`src/rtl/sw_debounce_enable_pkg.sv`:
```
// Shared constants for the switch debounce / enable conditioning block.
// DB_10MS is the 10 ms qualification period at 100 MHz; DB_SIM shortens it for simulation.
package sw_debounce_enable_pkg;

  localparam int DB_10MS   = 1_000_000;
  localparam int DB_SIM    = 4;
  localparam int CNT_W_DEF = 20;

endpackage

```
`src/rtl/sw_debounce_chan.sv`:
```
// One switch channel: 2-FF synchronizer, stability counter, rise/fall strobes
// and an enable output that either follows the debounced level or toggles on press.
module sw_debounce_chan
  import sw_debounce_enable_pkg::*;
#(
  parameter int CNT_W    = CNT_W_DEF,
  parameter int DB_COUNT = DB_10MS,
  parameter bit TOGGLE   = 1'b0
) (
  input  logic sysclk,
  input  logic reset,
  input  logic raw,
  output logic level,
  output logic rise,
  output logic fall,
  output logic enable
);

  localparam logic [CNT_W-1:0] LP_CNT_MAX = CNT_W'(DB_COUNT - 1);

  logic             r_sync1;
  logic             r_sync2;
  logic [CNT_W-1:0] r_cnt;
  logic             r_level;
  logic             r_rise;
  logic             r_fall;
  logic             r_enable;

  logic w_differ;
  logic w_accept;
  logic w_enable_nxt;

  assign w_differ = (r_sync2 != r_level);
  assign w_accept = w_differ && (r_cnt == LP_CNT_MAX);

  // Level mode loads the same value as r_level so both registers switch together.
  assign w_enable_nxt = TOGGLE ? (r_enable ^ (w_accept & r_sync2))
                               : (w_accept ? r_sync2 : r_level);

  always_ff @(posedge sysclk) begin
    if (reset) begin
      r_sync1  <= 1'b0;
      r_sync2  <= 1'b0;
      r_cnt    <= '0;
      r_level  <= 1'b0;
      r_rise   <= 1'b0;
      r_fall   <= 1'b0;
      r_enable <= 1'b0;
    end else begin
      r_sync1 <= raw;
      r_sync2 <= r_sync1;
      if (!w_differ || w_accept) begin
        r_cnt <= '0;
      end else begin
        r_cnt <= r_cnt + CNT_W'(1);
      end
      if (w_accept) begin
        r_level <= r_sync2;
      end
      r_rise   <= w_accept &  r_sync2;
      r_fall   <= w_accept & ~r_sync2;
      r_enable <= w_enable_nxt;
    end
  end

  assign level  = r_level;
  assign rise   = r_rise;
  assign fall   = r_fall;
  assign enable = r_enable;

endmodule

```
`src/rtl/sw_debounce_enable.sv`:
```
// Board switch conditioning ahead of the PWM / breathing-LED stages: one
// independent debounce channel per pin, toggle or level enable chosen per bit.
module sw_debounce_enable
  import sw_debounce_enable_pkg::*;
#(
  parameter int                NUM_SW      = 4,
  parameter int                CNT_W       = CNT_W_DEF,
  parameter int                DB_COUNT    = DB_10MS,
  parameter logic [NUM_SW-1:0] TOGGLE_MASK = '0
) (
  input  logic              sysclk,
  input  logic              reset,
  input  logic [NUM_SW-1:0] SW_raw,
  output logic [NUM_SW-1:0] SW_level,
  output logic [NUM_SW-1:0] SW_rise,
  output logic [NUM_SW-1:0] SW_fall,
  output logic [NUM_SW-1:0] Enable
);

  for (genvar g = 0; g < NUM_SW; g++) begin : g_chan
    sw_debounce_chan #(
      .CNT_W    (CNT_W),
      .DB_COUNT (DB_COUNT),
      .TOGGLE   (TOGGLE_MASK[g])
    ) u_chan (
      .sysclk (sysclk),
      .reset  (reset),
      .raw    (SW_raw[g]),
      .level  (SW_level[g]),
      .rise   (SW_rise[g]),
      .fall   (SW_fall[g]),
      .enable (Enable[g])
    );
  end

endmodule
```
`config.mk`:
```
export PLATFORM = sky130hd
export DESIGN_NAME = sw_debounce_enable
export DESIGN_NICKNAME = d
export VERILOG_FILES = /design/src/rtl/sw_debounce_enable_pkg.sv /design/src/rtl/sw_debounce_chan.sv /design/src/rtl/sw_debounce_enable.sv
export SDC_FILE = /design/constraint.sdc
export NUM_CORES = 1
export LEC_CHECK = 0
export ABC_AREA = 1
export CAP_MARGIN = 20
export CORE_AREA = 2 2 130 132
export DETAILED_ROUTE_END_ITERATION = 10
export DIE_AREA = 0 0 132 134
export HOLD_SLACK_MARGIN = 0.08
export SETUP_SLACK_MARGIN = 0.02
export SLEW_MARGIN = 20
export SYNTH_ARGS = -nofsm -noshare
export SYNTH_HDL_FRONTEND = slang
export SYNTH_HIERARCHICAL = 1
export SYNTH_SLANG_ARGS = --single-unit
```
`constraint.sdc`:
```
create_clock -name sysclk -period 3.2 [get_ports sysclk]
set_clock_uncertainty 0.15 [all_clocks]
set_input_delay 0.96 -clock sysclk [delete_from_list [all_inputs] [get_ports sysclk]]
set_output_delay 0.96 -clock sysclk [all_outputs]
set_load 0.01 [all_outputs]
```
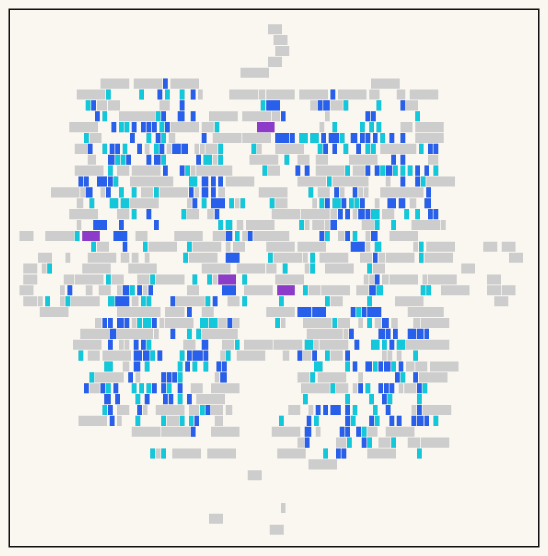
**Above:** run 1 (gate families picked out).
(4 px per um)
nand cells -> blue  # cells 220
nor cells -> cyan  # cells 188
fa/ha/maj cells -> purple  # cells 4, where center

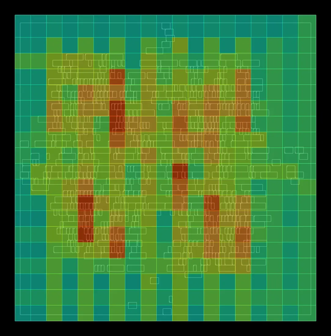
**Above:** run 1 (track usage over the die).
grt met3 use: 0.0351
GRT busiest layer: met2
grt met2 use: 0.186
Tot GR Track Use: 0.111

==> results.sh, run 1 <==
# source this file to load flow results
export IMPL_final_max_slew_violation_count=0
export IMPL_end_kind="primary output"
export IMPL_power_leakage_nw=1.76
export IMPL_wl_um=9200
export IMPL_rows=47
export IMPL_setup_violations=0
export IMPL_grt_pass1_vias=3644
export IMPL_fillers=1757
export IMPL_tool_warnings=26
export IMPL_critical_path_buf_inv_count=1
export IMPL_lay_top_cells="nand2_1 (168), nor2_1 (168), dfxtp_1 (100)"
export IMPL_worstHoldEndpoint="g_chan[2].u_chan/r_sync2$_SDFF_PP0_"
export IMPL_grt_max_degree=21
export IMPL_slew_headroom=0.424
export IMPL_dp_cells=915
export IMPL_cts_tree="built"
export IMPL_cp_start_kind="flop"
export IMPL_top_power_group="the clock network"
export IMPL_worstMarginPinSlew_ns=0.864
export IMPL_syn2layout_area_growth_pct=16.2
export IMPL_cts_made_buffers=9
export IMPL_ant_nets=0
export IMPL_synth_cell_types=22
export IMPL_ys_sh_simple=0.368
export IMPL_hold_buffers=0
export IMPL_period_minus_slack_ns=2.44
export IMPL_power_density_nw_per_um2=467
export IMPL_drtIter0Drc=225
export IMPL_via_count=3913
export IMPL_crit_slowest_cell="clkdlybuf4s50_1"
export IMPL_top_cells_by_area="dfxtp_1 (42%), nand2_1 (13%), nor2_1 (13%)"
export IMPL_pwr_share_clk=0.506
export IMPL_place_gp_congestion=0.834
export IMPL_status="complete, no violations"
export IMPL_ys_cells=684
export IMPL_hold_path_depth=2
export IMPL_edf_count=0
export IMPL_ios=22
export IMPL_power_sequential_mw=1.25
export IMPL_clkLatencyLatePin_ns=0.34
export IMPL_firstDrtPassIters=4
export IMPL_nets=716
export IMPL_fmax_mhz=409
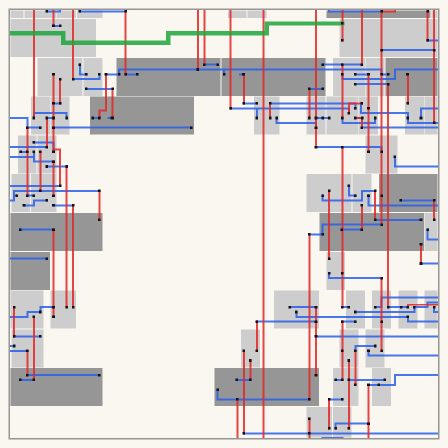
**Above:** run 1 (close-up of the layout).
Window x 51 to 81, y 25 to 55 um. Cells in gray, sequential cells in the stronger gray; small squares are vias.
metal 3 -> green
metal 1 -> blue
metal 2 -> red
most frequent = dfxtp_1 (9), nor2_1 (8), nand2_1 (8)
cells with their middle in the window = 45
netlist names of flops here include = `g_chan.u_chan/r_cnt` (9)
sequential cells in the window = 9

-- run 1: routing by layer --
| layer | track usage | share of wire | wire [um] |
|---|---|---|---|
| met1 | 0.139 | 0.50 | 4640 |
| met2 | 0.186 | 0.45 | 4170 |
| met3 | 0.0351 | 0.033 | 304 |
| met4 | 0.0254 | 0.0089 | 82 |
| met5 | 0 | 0 | 0 |
-- run 1: worst min-delay path, stage by stage (launching register included) --
cell and delay [ns]:
dfxtp_1 0.30, inv_1 0.04, nor2_1 0.03
-- run 1: area by class of cell --
| type | instances | area, um2 | share of cell area |
|---|---|---|---|
| tap | 220 | 275 | 0.0494 |
| clock inverter | 4 | 120 | 0.0215 |
| timing repair buffer | 23 | 225 | 0.0404 |
| clock buffer | 12 | 246 | 0.0442 |
| inverter | 72 | 275 | 0.0494 |
| multi-input combinational | 500 | 2430 | 0.436 |
| sequential | 100 | 2000 | 0.359 |
-- run 1: kinds of logic after synthesis --
kind of cell | Yosys count
simple gates | 416
flops | 100
buf+inv | 84
xor+xnor | 44
compound gates | 36
fa+ha+maj | 4
-- run 1: stage by stage --
stage / instance area (um2) / power [mW] / utilization / hold WS (ns)
after floorplan: 4800 / 1.30 / - / 0.238
after global routing: 5580 / 2.70 / 0.342 / 0.271
final: 5580 / 2.60 / 0.342 / 0.252
after CTS: 5580 / 2.65 / 0.342 / 0.255
after global placement: 5210 / 1.31 / 0.320 / 0.241
after detailed placement: 5210 / 1.31 / 0.320 / 0.246
-- run 1: registers in the layout, indices dropped and copies added (netlist names) --
register               count
g_chan.u_chan/r_cnt       80
g_chan.u_chan/enable       4
g_chan.u_chan/fall         4
g_chan.u_chan/r_sync1      4
g_chan.u_chan/r_sync2      4
g_chan.u_chan/rise         4
## Run 2: what changed since run 1
==> constraint.sdc (replaced) <==
create_clock -name sysclk -period 2.07 [get_ports sysclk]
set_clock_uncertainty 0.15 [all_clocks]
set_input_delay 0.621 -clock sysclk [delete_from_list [all_inputs] [get_ports sysclk]]
set_output_delay 0.621 -clock sysclk [all_outputs]
set_load 0.01 [all_outputs]
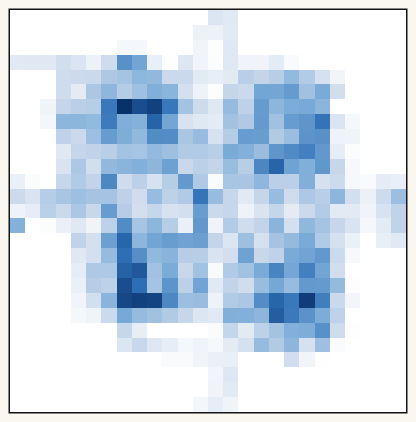
**Above:** run 2 (signal metal coverage by tile).
(3 px per um) 26 x 27 tiles, from white (low) to dark blue (high), scaled to the fullest tile. Values are wire area over tile area, all layers added.
densest ninth of the die = center
emptiest ninth of the die = south-west
tiles over half the peak = 11%
fullest tile = 0.42
nearly empty tiles = 41%
mean over tiles = 0.081

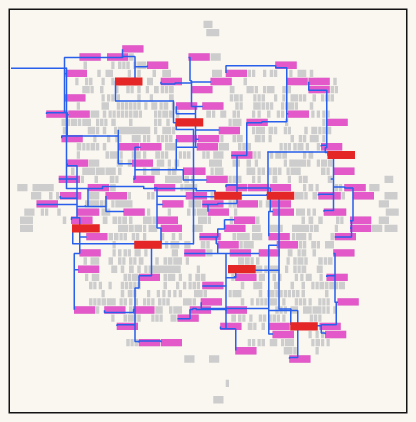
**Above:** run 2 (routed clock nets over the placement).
(3 px per um)
clock drivers -> red  # count 9
clock wires -> blue  # length 1310 um
flip-flops -> magenta  # count 100
routed clock nets = 10
clk latency late pin: 0.35 ns
clock distribution power: 1.80 mW
Clock power frac: 0.475

==> run 2 against run 1 <==
  * Utilization increased by 0.26 points
  * Combinational power increased by 65%
  * Final cell count increased by 0.43%
  * Power increased by 46%
  * Clock power increased by 36%
  * Sequential power increased by 55%
  * Largest power group is now registers
==> results.sh, run 2 <==
# source this file to load flow results
export IMPL_drtIter0Drc=196
export IMPL_slew_headroom=0.623
export IMPL_firstDrtPassIters=4
export IMPL_power_density_nw_per_um2=675
export IMPL_period_minus_slack_ns=1.97
export IMPL_dp_cells=919
export IMPL_utilization=0.345
export IMPL_tool_warnings=27
export IMPL_largest_reg_flops=80
export IMPL_finalPower_mw=3.79
export IMPL_crit_slowest_cell="clkdlybuf4s50_1"
export IMPL_lay_top_cells="nand2_1 (168), nor2_1 (168), dfxtp_1 (96)"
export IMPL_hold_ws_ns=0.255
export IMPL_ant_nets=0
export IMPL_hold_buffers=0
export IMPL_cp_start_kind="flop"
export IMPL_edf_count=0
export IMPL_post_dp_cell_area_um2=5250
export IMPL_syn2layout_area_growth_pct=17.1
export IMPL_final_cell_area_um2=5620
export IMPL_wl_um=9150
export IMPL_top_power_group="registers"
export IMPL_grt_pass1_vias=3520
export IMPL_fmax_mhz=508
export IMPL_place_gp_congestion=0.796
export IMPL_status="complete, no violations"
export IMPL_ios=22
export IMPL_cts_made_buffers=9
export IMPL_top_cells_by_area="dfxtp_1 (42%), nand2_1 (13%), nor2_1 (13%)"
run 2: cell types whose count changed in the layout (fill, tap and decap cells not counted), sizes merged:
| cell | delta |
|---|---|
| clkdlybuf4s50 | -8 |
| dlymetal6s2s | +6 |
| buf | +4 |
| bufinv | -2 |
| dlygate4sd2 | +2 |
| clkinv | +1 |
| clkinvlp | +1 |
run 2: cell type report:
type | count | area [um2]
Clock buffer | 12 | 246
Clock inverter | 4 | 72.6
Fill cell | 1731 | 10700
Inverter | 72 | 275
Multi-Input combinational cell | 500 | 2460
Sequential cell | 100 | 2010
Tap cell | 220 | 275
Timing Repair Buffer | 27 | 280
run 2: layer usage:
| metal | GRT usage | part of all wire | vias up |
|---|---|---|---|
| li1 | - | - | 2150 |
| met1 | 0.143 | 0.51 | 1647 |
| met2 | 0.173 | 0.43 | 46 |
| met3 | 0.0333 | 0.040 | 12 |
| met4 | 0.0405 | 0.017 | 0 |
| met5 | 0 | 0 | - |
run 2: cell families after synthesis:
family	after synthesis
and+or+nand+nor	416
adders and majority gates	4
buffers and inverters	84
AOI/OAI and AO/OA	36
xor gates and xnor gates	44
DFF	100
run 2: path summary, 6_finish.rpt:
| path | startpoint | to | slack, ns | cells after the start |
|---|---|---|---|---|
| setup / recovery | g_chan[1].u_chan/rise$_SDFF_PP0_ | SW_rise[1] | 0.10 | 1 |
| hold / removal | g_chan[2].u_chan/r_sync1$_SDFF_PP0_ | g_chan[2].u_chan/r_sync2$_SDFF_PP0_ | 0.25 | 2 |
| setup reg to reg | g_chan[2].u_chan/r_cnt[0]$_SDFF_PP0_ | g_chan[2].u_chan/r_cnt[11]$_SDFF_PP0_ | 0.29 | 6 |
| hold reg to reg | g_chan[2].u_chan/r_sync1$_SDFF_PP0_ | g_chan[2].u_chan/r_sync2$_SDFF_PP0_ | 0.25 | 2 |
Power and IR drop assume default switching activity.
